### src/rtl/tail_input_cond.sv
// Input conditioning for the tail-light sequencer: sync, debounce, mode encode, step tick.
// Define DEBOUNCE_BYPASS_EN to skip the debounce counters (outputs follow the synchronisers).
module tail_input_cond #(
  parameter int unsigned TICK_DIV   = 5000000,
  parameter int unsigned DEB_CYCLES = 100000
) (
  input  logic       ADC_CLK_10,
  input  logic       KEY0,
  input  logic [2:0] sw_raw,
  input  logic       key1_raw,
  output logic       hazard,
  output logic       turn_en,
  output logic       brake,
  output logic       dir_left,
  output logic [1:0] mode,
  output logic       mode_chg,
  output logic       tick
);

  localparam int unsigned NumIn = 4;
  localparam int unsigned TickW = (TICK_DIV > 1) ? $clog2(TICK_DIV) : 1;

  typedef enum logic [1:0] {
    MODE_IDLE   = 2'd0,
    MODE_LEFT   = 2'd1,
    MODE_RIGHT  = 2'd2,
    MODE_HAZARD = 2'd3
  } modeE;

  logic [NumIn-1:0] rawVec;
  logic [NumIn-1:0] syncQ1;
  logic [NumIn-1:0] syncQ2;
  logic [NumIn-1:0] stableVec;
  modeE             modeNext;
  modeE             modeQ;
  logic             restart;
  logic             modeChgQ;
  logic [TickW-1:0] tickCnt;
  logic             tickQ;

  // Bit order: [0] hazard, [1] turn enable, [2] brake, [3] direction
  assign rawVec = {key1_raw, sw_raw};

  // Two-flop synchronisers
  always_ff @(posedge ADC_CLK_10 or negedge KEY0) begin
    if (!KEY0) begin
      syncQ1 <= '0;
      syncQ2 <= '0;
    end else begin
      syncQ1 <= rawVec;
      syncQ2 <= syncQ1;
    end
  end

`ifdef DEBOUNCE_BYPASS_EN
  assign stableVec = syncQ2;
`else
  localparam int unsigned DebW = $clog2(DEB_CYCLES + 1);

  // A disagreement must persist DEB_CYCLES edges; any return to the stable value restarts it
  for (genvar i = 0; i < NumIn; i++) begin : gDeb
    logic [DebW-1:0] debCnt;
    logic            stableQ;

    always_ff @(posedge ADC_CLK_10 or negedge KEY0) begin
      if (!KEY0) begin
        debCnt  <= '0;
        stableQ <= 1'b0;
      end else if (syncQ2[i] == stableQ) begin
        debCnt <= '0;
      end else if (debCnt == DebW'(DEB_CYCLES - 1)) begin
        stableQ <= syncQ2[i];
        debCnt  <= '0;
      end else begin
        debCnt <= debCnt + DebW'(1);
      end
    end

    assign stableVec[i] = stableQ;
  end
`endif

  assign hazard   = stableVec[0];
  assign turn_en  = stableVec[1];
  assign brake    = stableVec[2];
  assign dir_left = stableVec[3];

  // Mode priority: hazard, then turn (direction chosen by KEY[1]), else idle
  always_comb begin
    modeNext = MODE_IDLE;
    if (stableVec[0]) begin
      modeNext = MODE_HAZARD;
    end else if (stableVec[1]) begin
      modeNext = stableVec[3] ? MODE_LEFT : MODE_RIGHT;
    end
  end

  assign restart = (modeNext != modeQ);

  always_ff @(posedge ADC_CLK_10 or negedge KEY0) begin
    if (!KEY0) begin
      modeQ    <= MODE_IDLE;
      modeChgQ <= 1'b0;
    end else begin
      modeQ    <= modeNext;
      modeChgQ <= restart;
    end
  end

  // Step tick; a mode change restarts the cadence and wins over a coincident wrap
  always_ff @(posedge ADC_CLK_10 or negedge KEY0) begin
    if (!KEY0) begin
      tickCnt <= '0;
      tickQ   <= 1'b0;
    end else if (restart) begin
      tickCnt <= '0;
      tickQ   <= 1'b0;
    end else if (tickCnt == TickW'(TICK_DIV - 1)) begin
      tickCnt <= '0;
      tickQ   <= 1'b1;
    end else begin
      tickCnt <= tickCnt + TickW'(1);
      tickQ   <= 1'b0;
    end
  end

  assign mode     = modeQ;
  assign mode_chg = modeChgQ;
  assign tick     = tickQ;

endmodule

### config.mk
export PLATFORM = sky130hd
export DESIGN_NAME = tail_input_cond
export DESIGN_NICKNAME = d
export VERILOG_FILES = /design/src/rtl/tail_input_cond.sv
export SDC_FILE = /design/constraint.sdc
export NUM_CORES = 1
export LEC_CHECK = 0
export ABC_AREA = 1
export CAP_MARGIN = 20
export CORE_MARGIN = 3
export CORE_UTILIZATION = 30
export DETAILED_ROUTE_END_ITERATION = 16
export SLEW_MARGIN = 20
export SYNTH_ARGS = -nofsm -noshare
export SYNTH_HDL_FRONTEND = slang
export SYNTH_SLANG_ARGS = --single-unit
### constraint.sdc
create_clock -name ADC_CLK_10 -period 2.2 [get_ports ADC_CLK_10]
set_clock_uncertainty 0.2 [all_clocks]
set_input_delay 0.66 -clock ADC_CLK_10 [delete_from_list [all_inputs] [get_ports ADC_CLK_10]]
set_output_delay 0.66 -clock ADC_CLK_10 [all_outputs]
set_load 0.005 [all_outputs]
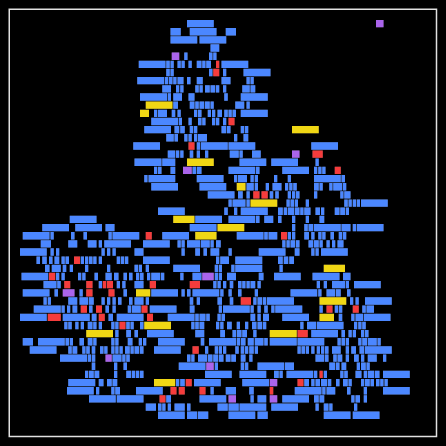
**Above:** sizing map.
Scale: 3 px per um.
- x2: red (cells 40)
- x1 and smaller: blue (cells 673)
- x6 and larger: yellow (cells 17)
- x3 and x4: purple (cells 11)
design area: 6319 um2
PnR worst setup slack: 0.08196 ns

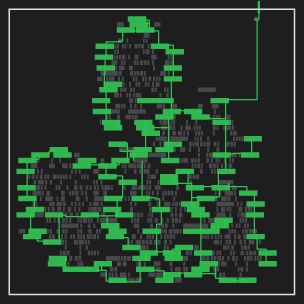
**Above:** wires at chosen ports, followed through buffers.
Scale: 2 px per um.
- KEY0: green (bits 1; direction input; edge top; end cells 107; buffers 5; wire 904 um)
port buffer count: 13
IO Pins: 14

==> results_slide.txt <==
Physical Implementation Snapshot

Setup path
  • Buffers & Inverters on Critical Path: 1
  • Crit path max fanout: 3
  • Worst path required time: between 1 and 1.5 ns
  • Data arrival time of the critical path: around 1.3 ns
  • CP Class: register to output pin
  • Reg2Reg Capture Point: tickCnt[10]
  • Worst reg2reg path startpoint: tickCnt[0]
  • Worst Setup SP: hazard
  • WP depth: 1

Floorplanning
  • Init Core Util: 0.3073
  • Die area: roughly 20,000 um2

Logic synthesis
  • Cells after Synth: just over 700
  • Area share of xor/xnor cells in the synthesized design: 0.06957
  • Simple-gate portion of the synthesized area: 0.3447
  • Post-synth top area share: 0.4834
  • Largest logic family: simple AND/OR/NAND/NOR gates
  • Sequential area share after synthesis: 0.4834
  • Yosys Instances: a little over 700
  • Yosys stat area: about 5500 um2
  • Synth area leader: dfrtp_1
  • Post-synthesis cell area: approximately 5500 um2
  • Post-synth ARST share: 1.000

Run
  • Tool Warnings: 26
  • Max-cap violations: 0

Timing
  • Final Hold Viols: 0
  • F_max: about 0.47 GHz
  • Hold WS: approximately 0.067 ns
  • Worst Tran Pin Value: ~0.48 ns
  • Final TNS setup: 0 ns
  • Max Slew Vio Count: 0
  • Fin crit period: between 2 and 2.5 ns
  • Slew headroom: 0.6783

Finish
  • Top reg by flops: gDeb.debCnt
  • Commonest non-fill, non-tap cells in the layout: nor2_1 (163), nand2_1 (129), dfrtp_1 (107)
  • Commonest Layout Cell: nor2_1
  • Biggest registers after layout: gDeb.debCnt x68, tickCnt x23
  • NumNets Final: ~750
  • Max reg flops: 68

Clocking
  • Clock transition at path regs: around 0.070 ns
  • Clock insertion delay at the later pin of the skew report: between 0.3 and 0.4 ns
  • H-Tree Depth: 3

Route
  • Drt via density: ~4.5
  • Final WL: approximately 11,000 um
  • Via count: between 4,000 and 5,000

GRT
  • First-pass GRT wire length: ~20,000 um
  • GRT Util Overall: 0.1200
  • Vias in the first global route: around 4,300
  • Largest net degree at the start of global routing: 34

Worst hold path
  • Hold Crit Class: input pin to async pin

Power and ir drop
  • Leak: 2.787 nW

Placed design
  • Hpwl dp: between 8000 and 9000 um
  • Dpl cell area: roughly 6000 um2

Outcome
  • Status: finished clean
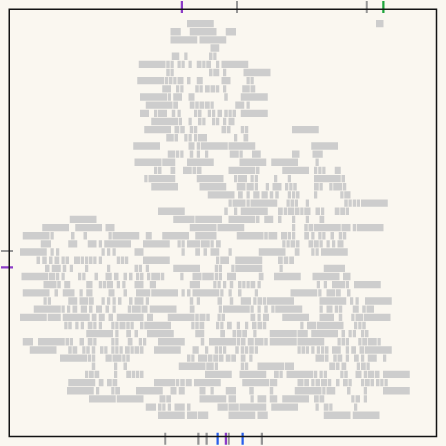
**Above:** pin map.
Scale: 3 px per um. Pins as bars across the die edge, other pins in grey.
- mode: blue (pins 2; direction output; edge bottom)
- sw_raw: purple (pins 3; direction input; edge 1 bottom, 1 left, 1 top)
- KEY0: green (pins 1; direction input; edge top)
- all pins by edge: 8 bottom, 4 top, 2 left
Die W: 141.9 um
die height: 141.9 um

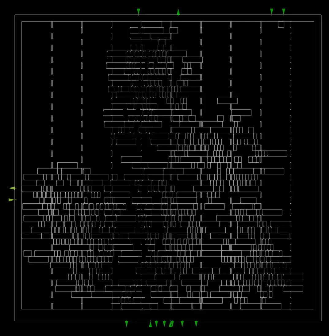
**Above:** cell outlines without signal wires.
sequential cell area share: 0.4238
Well Taps: 229
utilization after layout: 0.3505
Core ar.: 18,020 um2

==> area by class of cell <==
class | count | area (um2)
clock inverter | 4 | 33.78
inverter | 96 | 362.8
sequential | 107 | 2678
fill | 1903 | 11710
timing repair buffer | 21 | 225.2
clock buffer | 11 | 252.7
multi-input combinational | 502 | 2480
tap | 229 | 286.5
==> synth_stat cells (4+ instances only) <==
| cell type | instances |
|---|---|
| a21oi_1 | 16 |
| dfrtp_1 | 107 |
| ha_1 | 5 |
| inv_1 | 91 |
| inv_2 | 4 |
| nand2_1 | 129 |
| nand2_2 | 14 |
| nand3_1 | 60 |
| nand4_1 | 15 |
| nor2_1 | 163 |
| nor2_2 | 17 |
| nor3_1 | 20 |
| nor3_2 | 4 |
| xnor2_1 | 9 |
| xor2_1 | 35 |
==> routing by layer <==
layer | up-vias | track usage | routed length [um] | part of all wire
li1 | 2256 | - | - | -
met2 | 43 | 0.1980 | 5204 | 0.48
met3 | 11 | 0.03134 | 263 | 0.024
met4 | 0 | 0.03737 | 189 | 0.017
met1 | 2013 | 0.1544 | 5299 | 0.48
met5 | - | 0 | 0 | 0
==> kinds of logic (layout without fill, tap and decap cells) <==
kind of cell | after synthesis | after routing
AOI/OAI and AO/OA | 23 | 23
xor gates and xnor gates | 44 | 44
adders and majority gates | 5 | 5
buffers and inverters | 98 | 132
DFF | 107 | 107
and+or+nand+nor | 430 | 430
==> metrics by stage <==
stage	cells	total power [mW]
2_1_floorplan	707	2.090
3_3_place_gp	951	2.169
3_5_place_dp	951	2.172
4_1_cts	967	3.794
5_1_grt	970	3.887
6_report	970	3.707
==> power breakdown <==
group          switching (mW)  total (mW)  internal [mW]  leakage [nW]
combinational          0.0809       0.120         0.0395          1.20
clock                   0.746        1.58          0.835         0.139
sequential             0.0158        2.01           1.99          1.45
total                   0.842        3.71           2.86          2.79
Power and IR drop assume default switching activity.
